===== src/rtl/latch_debounce_counter.sv =====
// Brings an asynchronous latch output into the clk domain, debounces it, and emits
// a clean level, single-cycle rise/fall pulses and a saturating count of accepted rises.
module latch_debounce_counter #(
    parameter int SYNC_STAGES     = 2,
    parameter int DEBOUNCE_CYCLES = 4,
    parameter int CNT_W           = 8
) (
    input  logic             clk,
    input  logic             rst,
    input  logic             din,
    input  logic             clr_cnt,
    output logic             level,
    output logic             rise_pulse,
    output logic             fall_pulse,
    output logic [CNT_W-1:0] edge_cnt,
    output logic             cnt_sat
);
    localparam int                STAB_W    = $clog2(DEBOUNCE_CYCLES + 1);
    localparam logic [STAB_W-1:0] STAB_ONE  = STAB_W'(1);
    localparam logic [STAB_W-1:0] STAB_LAST = STAB_W'(DEBOUNCE_CYCLES - 1);
    localparam logic [CNT_W-1:0]  CNT_ONE   = CNT_W'(1);
    localparam logic [CNT_W-1:0]  CNT_MAX   = '1;

    typedef enum logic [1:0] {LOW, GO_HIGH, HIGH, GO_LOW} state_t;

    state_t              state_q, state_d;
    logic [SYNC_STAGES-1:0] sync_q;
    logic [STAB_W-1:0]   stab_q, stab_d;
    logic                level_q, level_d;
    logic                rise_q, rise_d;
    logic                fall_q, fall_d;
    logic [CNT_W-1:0]    cnt_q, cnt_d;
    logic                sat_q, sat_d;
    logic                s;

    function automatic logic [CNT_W-1:0] sat_inc(input logic [CNT_W-1:0] v);
        return (v == CNT_MAX) ? v : v + CNT_ONE;
    endfunction

    assign s = sync_q[SYNC_STAGES-1];

    always_comb begin
        state_d = state_q;
        stab_d  = stab_q;
        case (state_q)
            LOW: begin
                if (s) begin
                    state_d = GO_HIGH;
                    stab_d  = STAB_ONE;
                end
            end
            GO_HIGH: begin
                if (!s) begin
                    state_d = LOW;
                    stab_d  = '0;
                end else if (stab_q == STAB_LAST) begin
                    state_d = HIGH;
                    stab_d  = '0;
                end else begin
                    stab_d = stab_q + STAB_ONE;
                end
            end
            HIGH: begin
                if (!s) begin
                    state_d = GO_LOW;
                    stab_d  = STAB_ONE;
                end
            end
            GO_LOW: begin
                if (s) begin
                    state_d = HIGH;
                    stab_d  = '0;
                end else if (stab_q == STAB_LAST) begin
                    state_d = LOW;
                    stab_d  = '0;
                end else begin
                    stab_d = stab_q + STAB_ONE;
                end
            end
            default: begin
                state_d = LOW;
                stab_d  = '0;
            end
        endcase

        // Outputs are registered from the next state so they line up with the state change.
        level_d = (state_d == HIGH) || (state_d == GO_LOW);
        rise_d  = (state_q == GO_HIGH) && (state_d == HIGH);
        fall_d  = (state_q == GO_LOW) && (state_d == LOW);

        cnt_d = clr_cnt ? '0 : cnt_q;
        if (rise_d) begin
            cnt_d = sat_inc(cnt_d);
        end
        sat_d = (cnt_d == CNT_MAX);
    end

    always_ff @(posedge clk or negedge rst) begin
        if (!rst) begin
            sync_q  <= '0;
            state_q <= LOW;
            stab_q  <= '0;
            level_q <= 1'b0;
            rise_q  <= 1'b0;
            fall_q  <= 1'b0;
            cnt_q   <= '0;
            sat_q   <= 1'b0;
        end else begin
            sync_q  <= {sync_q[SYNC_STAGES-2:0], din};
            state_q <= state_d;
            stab_q  <= stab_d;
            level_q <= level_d;
            rise_q  <= rise_d;
            fall_q  <= fall_d;
            cnt_q   <= cnt_d;
            sat_q   <= sat_d;
        end
    end

    assign level      = level_q;
    assign rise_pulse = rise_q;
    assign fall_pulse = fall_q;
    assign edge_cnt   = cnt_q;
    assign cnt_sat    = sat_q;

endmodule


===== config.mk =====
export PLATFORM = sky130hd
export DESIGN_NAME = latch_debounce_counter
export DESIGN_NICKNAME = d
export VERILOG_FILES = /design/src/rtl/latch_debounce_counter.sv
export SDC_FILE = /design/constraint.sdc
export NUM_CORES = 1
export LEC_CHECK = 0
export CAP_MARGIN = 20
export CORE_ASPECT_RATIO = 0.8
export CORE_MARGIN = 5
export CORE_UTILIZATION = 35
export CTS_CLUSTER_SIZE = 40
export DETAILED_ROUTE_END_ITERATION = 8
export GPL_TIMING_DRIVEN = 0
export PLACE_DENSITY = 0.61
export SLEW_MARGIN = 10
export SYNTH_ARGS = -nofsm -noshare
export SYNTH_HDL_FRONTEND = slang
export SYNTH_SLANG_ARGS = --single-unit

===== constraint.sdc =====
create_clock -name clk -period 2.06 [get_ports clk]
set_input_delay 0.515 -clock clk [delete_from_list [all_inputs] [get_ports clk]]
set_output_delay 0.515 -clock clk [all_outputs]
set_load 0.01 [all_outputs]

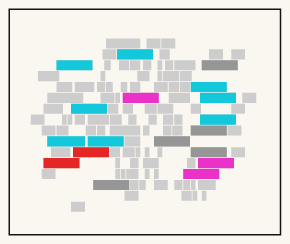
Figure 1: run 1, sequential cells colored by netlist name.
Scale: 4 px per micron. Other sequential cells in the stronger gray, the rest of the logic in the fainter gray.
signal	color	placed flops
stab_q	magenta	3
sync_q	red	2
edge_cnt	cyan	8
not colored	5

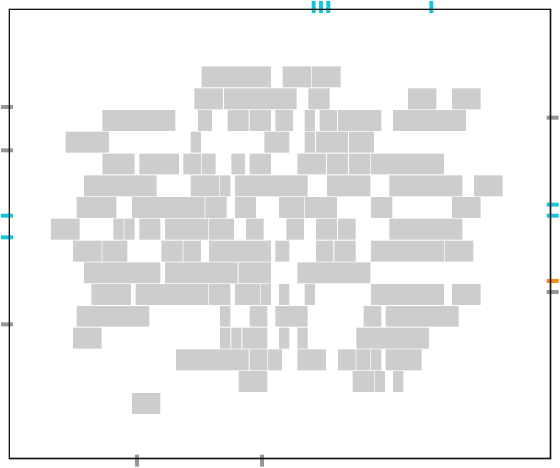
Figure 2: run 1, ports around the boundary.
Scale: 8 px per micron. Pins as bars across the die edge, other pins in gray.
port	color	pins	direction	edge
rise_pulse	orange	1	output	right
edge_cnt	cyan	8	output	4 top, 2 left, 2 right
all pins by edge	5 left, 5 right, 4 top, 2 bottom

==> metrics.yaml, run 1 <==
status: "finished, final reports clean"
clkbuf_count: 4
rsz0062_at_grt: "false"
htreeDepth: 1
preCtsSetupSlack_ns: -0.236
async_flop_share_pct: 100
setup_viol: 0
ys.flop_type: "dfrtp_1"
grt_pass1_vias: 690
clockBufferDepth: 2
timing.final.ws_setup_ns: 0.100
nMultiInputCombCells: 63
drt-total-wl_microns: 2020
grt_pass1_wl_microns: 3370
fillerInstances: 259
top_cell: "dfrtp_1"
post-dp-hpwl_microns: 1430
netlist_area_sq_um: 925
clock_skew_ns: 0.00284
enable_flop_cells: 0
holdWs_ns: 0.355
final_cell_mix: "17 x dfrtp_1, 14 x clkdlybuf4s50_1, 11 x nand2_1"
areaGrowthSynthToFinish_pct: 35.2
seq_cell_count: 18
portBuffers: 14
max_cap_viol_count: 0
critPathLaunchType: "flip-flop"
io_pins: 16
fmax_mhz: 510
n_antenna_cell: 0
comb_share_pct: 40.4
mi_logic_area_sq_um: 505
worst-path-max-fanout: 6
clock_latency_ns: 0.29
drc: 0
buffer_area_share_pct: 16.3
power_leakage_nw: 0.556
hold_viol: 0
avgSynthCellArea_sq_um: 10.9
ys_ff: 18
arrival_ns: 2.16
reg2reg_to: "cnt_sat$_DFF_PN0_"
cts.sinks: 18
cts-buffers-inserted: 3
fp-utilization_pct: 37.2
core_sq_um: 2480
clkTransAtPathRegs_ns: 0.10
chip_area_sq_um: 3780
grtUsageTotal_pct: 11.9
yosysSeqAreaShare_pct: 48.7
overflow: 0
top_cells_by_count: "18 x dfrtp_1, 11 x nand2_1, 4 x a31oi_1, 4 x nand2b_1, 4 x nor2_1"
dpl_cell_area_sq_um: 1150
nNonClkBuffers: 21
power_density_nw_per_um2: 697
routed_via_density: 4.94
yosysWarnings: 0
fin_crit_sh_pct: 95.1
fp.dieH_microns: 56.0
hp-class: "flip-flop to flip-flop"
synth_nets: 91
crit_path_end: "cnt_sat$_DFF_PN0_"
final-clk-cell-share_pct: 2.90
num_vias: 711
relSlewSlack_pct: 46.8
max_stage_delay_ns: 0.37
ys_cells: 85
whs_path_depth: 0
tap_cells: 36
reg2reg_depth: 8
cts_tree: "built"
min_to: "sync_q[1]$_DFF_PN0_"
detail_route.first_pass.iterations: 3
cp.buffers_inverters: 1
die_x_microns: 67.5
path_class: "flip-flop to flip-flop"
biggestCellCategory: "multi-input combinational cells"
lay_top_count: "dfrtp_1"
cp-startpoint: "edge_cnt[1]$_DFF_PN0_"
fin_nets: 115
timing.rr.start: "edge_cnt[1]$_DFF_PN0_"
worst_pin_slew_ns: 0.796
layout_min_cycle_time_ns: 1.96
synthCells: 85
hold_start: "sync_q[0]$_DFF_PN0_"
warnings: 27
dr.first_iter.drc_count: 10
nNonClkInverters: 2
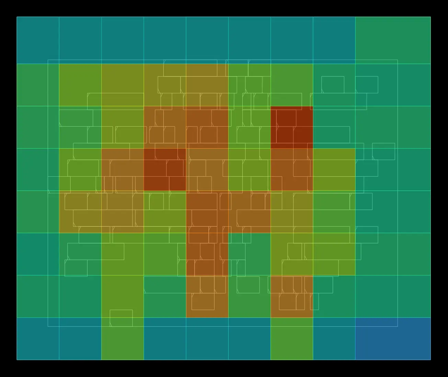
Figure 3: run 1, routing congestion map.
routed wire length per instance: 14.0 microns
Util after Layout: 50.4%

[run 1: flip-flops by register name, indices dropped and copies added, names as in the netlist]
name,cells
level,1
rise_pulse,1
fall_pulse,1
cnt_sat,1
sync_q,2
edge_cnt,8
stab_q,3
state_q,1
[run 1: power by group]
part | internal, mW | switching, mW | leakage (nW)
Sequential | 0.395 | 0.0475 | 0.238
Clock | 0.108 | 0.109 | 0.0210
Combinational | 0.0971 | 0.115 | 0.297
[run 1: repair_timing]
action                                 4_1_cts  5_1_grt
resized                                      1        6
setup endpoints to repair                    1        1
gates cloned                                 0        0
endpoints found under the hold margin        0        0
buffers inserted                             1        5
pin swaps                                    0        5
[run 1: through the flow]
| step | std cells | power (mW) | utilization [%] | setup TNS, ns |
|---|---|---|---|---|
| 5_1_grt | 144 | 0.921 | 50.4 | 0 |
| 3_3_place_gp | 135 | 0.650 | 46.2 | -0.221 |
| 6_report | 144 | 0.871 | 50.4 | 0 |
| 4_1_cts | 140 | 0.873 | 48.2 | 0 |
| 3_5_place_dp | 135 | 0.658 | 46.2 | -0.236 |
| 2_1_floorplan | 85 | 0.588 | - | -0.0639 |
[run 1: layer usage]
metal / up-vias / GRT usage (%) / wire length (microns)
li1: 351 / - / -
met1: 340 / 16.8 / 983
met2: 18 / 17.3 / 920
met3: 2 / 4.24 / 105
met4: 0 / 2.60 / 10
met5: - / 0 / 0
[run 1: cell families (layout without fill, tap and decap cells)]
| group | Yosys count | after routing | synth area share (%) |
|---|---|---|---|
| compound gates | 14 | 14 | 10.3 |
| xor+xnor | 2 | 2 | 1.89 |
| fa+ha+maj | 2 | 2 | 2.71 |
| buf+inv | 4 | 27 | 2.44 |
| flops | 18 | 18 | 48.7 |
| mux | 4 | 4 | 4.60 |
| simple gates | 41 | 41 | 29.4 |
==> run 2: changes to the inputs <==
--- a/config.mk
+++ b/config.mk
@@ -5,7 +5,6 @@
 export SDC_FILE = /design/constraint.sdc
 export NUM_CORES = 1
 export LEC_CHECK = 0
-export CAP_MARGIN = 20
 export CORE_ASPECT_RATIO = 0.8
 export CORE_MARGIN = 5
 export CORE_UTILIZATION = 35
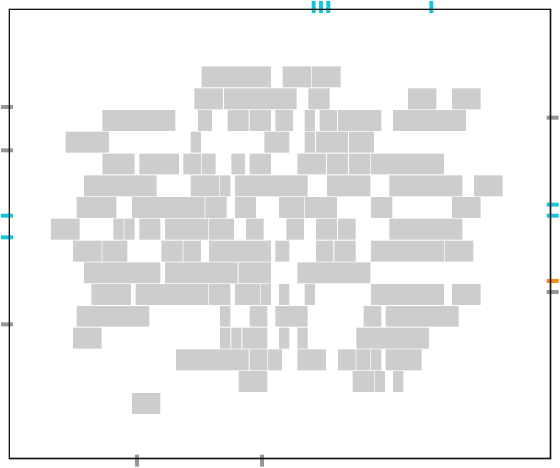
Figure 4: run 2, ports around the boundary.
Scale: 8 px per micron. Pins as bars across the die edge, other pins in gray.
port	color	pins	direction	edge
edge_cnt	cyan	8	output	4 top, 2 left, 2 right
rise_pulse	orange	1	output	right
all pins by edge	5 left, 5 right, 4 top, 2 bottom

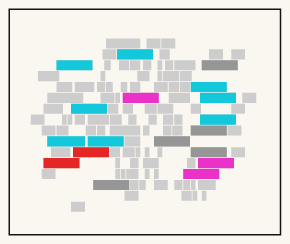
Figure 5: run 2, sequential cells colored by netlist name.
Scale: 4 px per micron. Other sequential cells in the stronger gray, the rest of the logic in the fainter gray.
signal	color	placed flops
stab_q	magenta	3
sync_q	red	2
edge_cnt	cyan	8
not colored	5

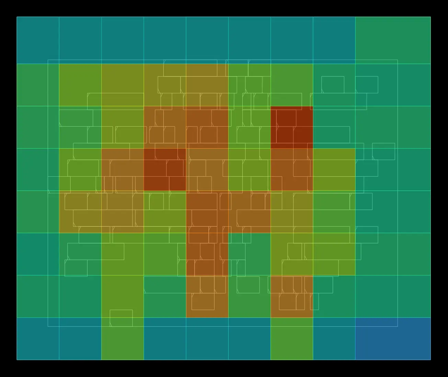
Figure 6: run 2, routing congestion map.
met1 Use GR: 16.8%
GR Util All Layers: 11.9%

==> metrics.yaml, run 2 <==
status: "finished, final reports clean"
clkTransAtPathRegs_ns: 0.10
ys_ff: 18
chip_area_sq_um: 3780
overflow: 0
wl_per_cell_microns: 14.0
enable_flop_cells: 0
drv_slew: 0
timing.rr.start: "edge_cnt[1]$_DFF_PN0_"
synth_nets: 91
hp-class: "flip-flop to flip-flop"
grt_antenna_before_repair: 0
cts-buffers-inserted: 3
gp_congestion: 0.804
rrSetupSlack_ns: 0.10
areaGrowthSynthToFinish_pct: 35.2
rows: 16
ys_types: 36
cts_tree: "built"
cts.sinks: 18
path_cells: "nor2b_4 > ha_4 > and4_1 > buf_6 > a21boi_1 > a311oi_2 > nand4b_1 > nor4b_4"
crit_cells: 8
final_cell_mix: "17 x dfrtp_1, 14 x clkdlybuf4s50_1, 11 x nand2_1"
async_flop_share_pct: 100
fin_nets: 115
post-dp-hpwl_microns: 1430
drt-total-wl_microns: 2020
peakVddDrop_v: 0.000325
dr.first_iter.drc_count: 10
crit_path_end: "cnt_sat$_DFF_PN0_"
fmax_mhz: 510
clockBufferDepth: 2
yosysWarnings: 0
relSlewSlack_pct: 46.8
cts_resized: 1
routed_via_density: 4.94
arrival_ns: 2.16
grt_pass1_vias: 690
hold_start: "sync_q[0]$_DFF_PN0_"
drc: 0
yosysTopAreaCellShare_pct: 48.7
layout_min_cycle_time_ns: 1.96
critPathLaunchType: "flip-flop"
power_density_nw_per_um2: 697
worst-path-max-fanout: 6
netlist_area_sq_um: 925
lay_top_count: "dfrtp_1"
crit_required_ns: 2.26
crit_family: "simple AND/OR/NAND/NOR gates"
reg2reg_depth: 8
portBuffers: 14
fin_crit_sh_pct: 95.1
path_class: "flip-flop to flip-flop"
avgSynthCellArea_sq_um: 10.9
core_sq_um: 2480
clock_skew_ns: 0.00284
max_cap_viol_count: 0
min_to: "sync_q[1]$_DFF_PN0_"
cp.buffers_inverters: 1
slowest_stage: "dfrtp_1"
reg2reg_to: "cnt_sat$_DFF_PN0_"
power_leakage_nw: 0.556
fp-utilization_pct: 37.2
clockRootBuffer: "clkbuf_4"
grt_max_degree: 19
top_cells_by_count: "18 x dfrtp_1, 11 x nand2_1, 4 x a31oi_1, 4 x nand2b_1, 4 x nor2_1"
largest_reg_flops: 8
hold_viol: 0
topCellsByArea: "dfrtp_1 49%, nand2_1 4.5%, a311oi_1 2.8%, a31oi_1 2.7%, ha_1 2.7%"
num_vias: 711
ys.flop_type: "dfrtp_1"
io_pins: 16
post-route-util_pct: 50.4
clock_latency_ns: 0.29
grt_pass1_wl_microns: 3370
die_x_microns: 67.5
whs_path_depth: 0
max_stage_delay_ns: 0.37
setup_viol: 0
n_antenna_cell: 0
ant_nets: 0
synthCells: 85
yosys_area_sq_um: 925
holdWs_ns: 0.355
htreeDepth: 1
rsz0062_at_grt: "false"
ys_cells: 85
yosysSeqAreaShare_pct: 48.7
detail_route.first_pass.iterations: 3
cp-end-kind: "flip-flop"
power_mw: 0.871
hold_buffers: 0
top_cell: "dfrtp_1"
yosysTopAreaCell: "dfrtp_1"
layout-drive-gt1-share_pct: 25.0
cp-startpoint: "edge_cnt[1]$_DFF_PN0_"
warnings: 27
cts_setup_buffers: 1
worst_pin_slew_ns: 0.796
fp.dieH_microns: 56.0
==> run 2: cell counts in the layout (fill, tap and decap cells not counted) <==
No cell type changed its count.
==> run 2: cell type report <==
type	count	area [sq um]
buffer	2	26.3
clock buffer	4	36.3
fill	259	1230
inverter	2	7.51
multi-input combinational	63	505
sequential	18	452
tap	36	45.0
timing repair buffer	19	178
==> run 2: report_power, final <==
group / leakage (nW) / total, mW / switching, mW / internal (mW)
clock network: 0.0210 / 0.216 / 0.109 / 0.108
logic: 0.297 / 0.213 / 0.115 / 0.0971
registers: 0.238 / 0.443 / 0.0475 / 0.395
==> run 2: stage by stage <==
| stage | area [sq um] | TNS [ns] | std cells | setup WS [ns] |
|---|---|---|---|---|
| 3_3_place_gp | 1150 | -0.221 | 135 | -0.221 |
| 4_1_cts | 1200 | 0 | 140 | 0.0177 |
| 2_1_floorplan | 962 | -0.0639 | 85 | -0.0639 |
| 6_report | 1250 | 0 | 144 | 0.100 |
| 3_5_place_dp | 1150 | -0.236 | 135 | -0.236 |
| 5_1_grt | 1250 | 0 | 144 | 0.00953 |
==> run 2: cell families after synthesis <==
logic type	Yosys count	synth area share [%]
mux	4	4.60
flops	18	48.7
fa+ha+maj	2	2.71
simple gates	41	29.4
buf+inv	4	2.44
compound gates	14	10.3
xor+xnor	2	1.89
==> run 2: worst register-to-register path: stages (launching register included) <==
cell and delay, ns:
dfrtp_1 0.37, nor2b_4 0.17, ha_4 0.15, and4_1 0.20, buf_6 0.12, a21boi_1 0.07
a311oi_2 0.28, nand4b_1 0.21, nor4b_4 0.31
==> run 2: routing by layer <==
metal,vias to the layer above,part of all wire [%],global-route usage (%)
met5,-,0,0
met4,0,0.50,2.60
met3,2,5.2,4.24
met2,18,46,17.3
met1,340,49,16.8
li1,351,-,-
No activity file was given, so power comes from the tool's default toggle rates.
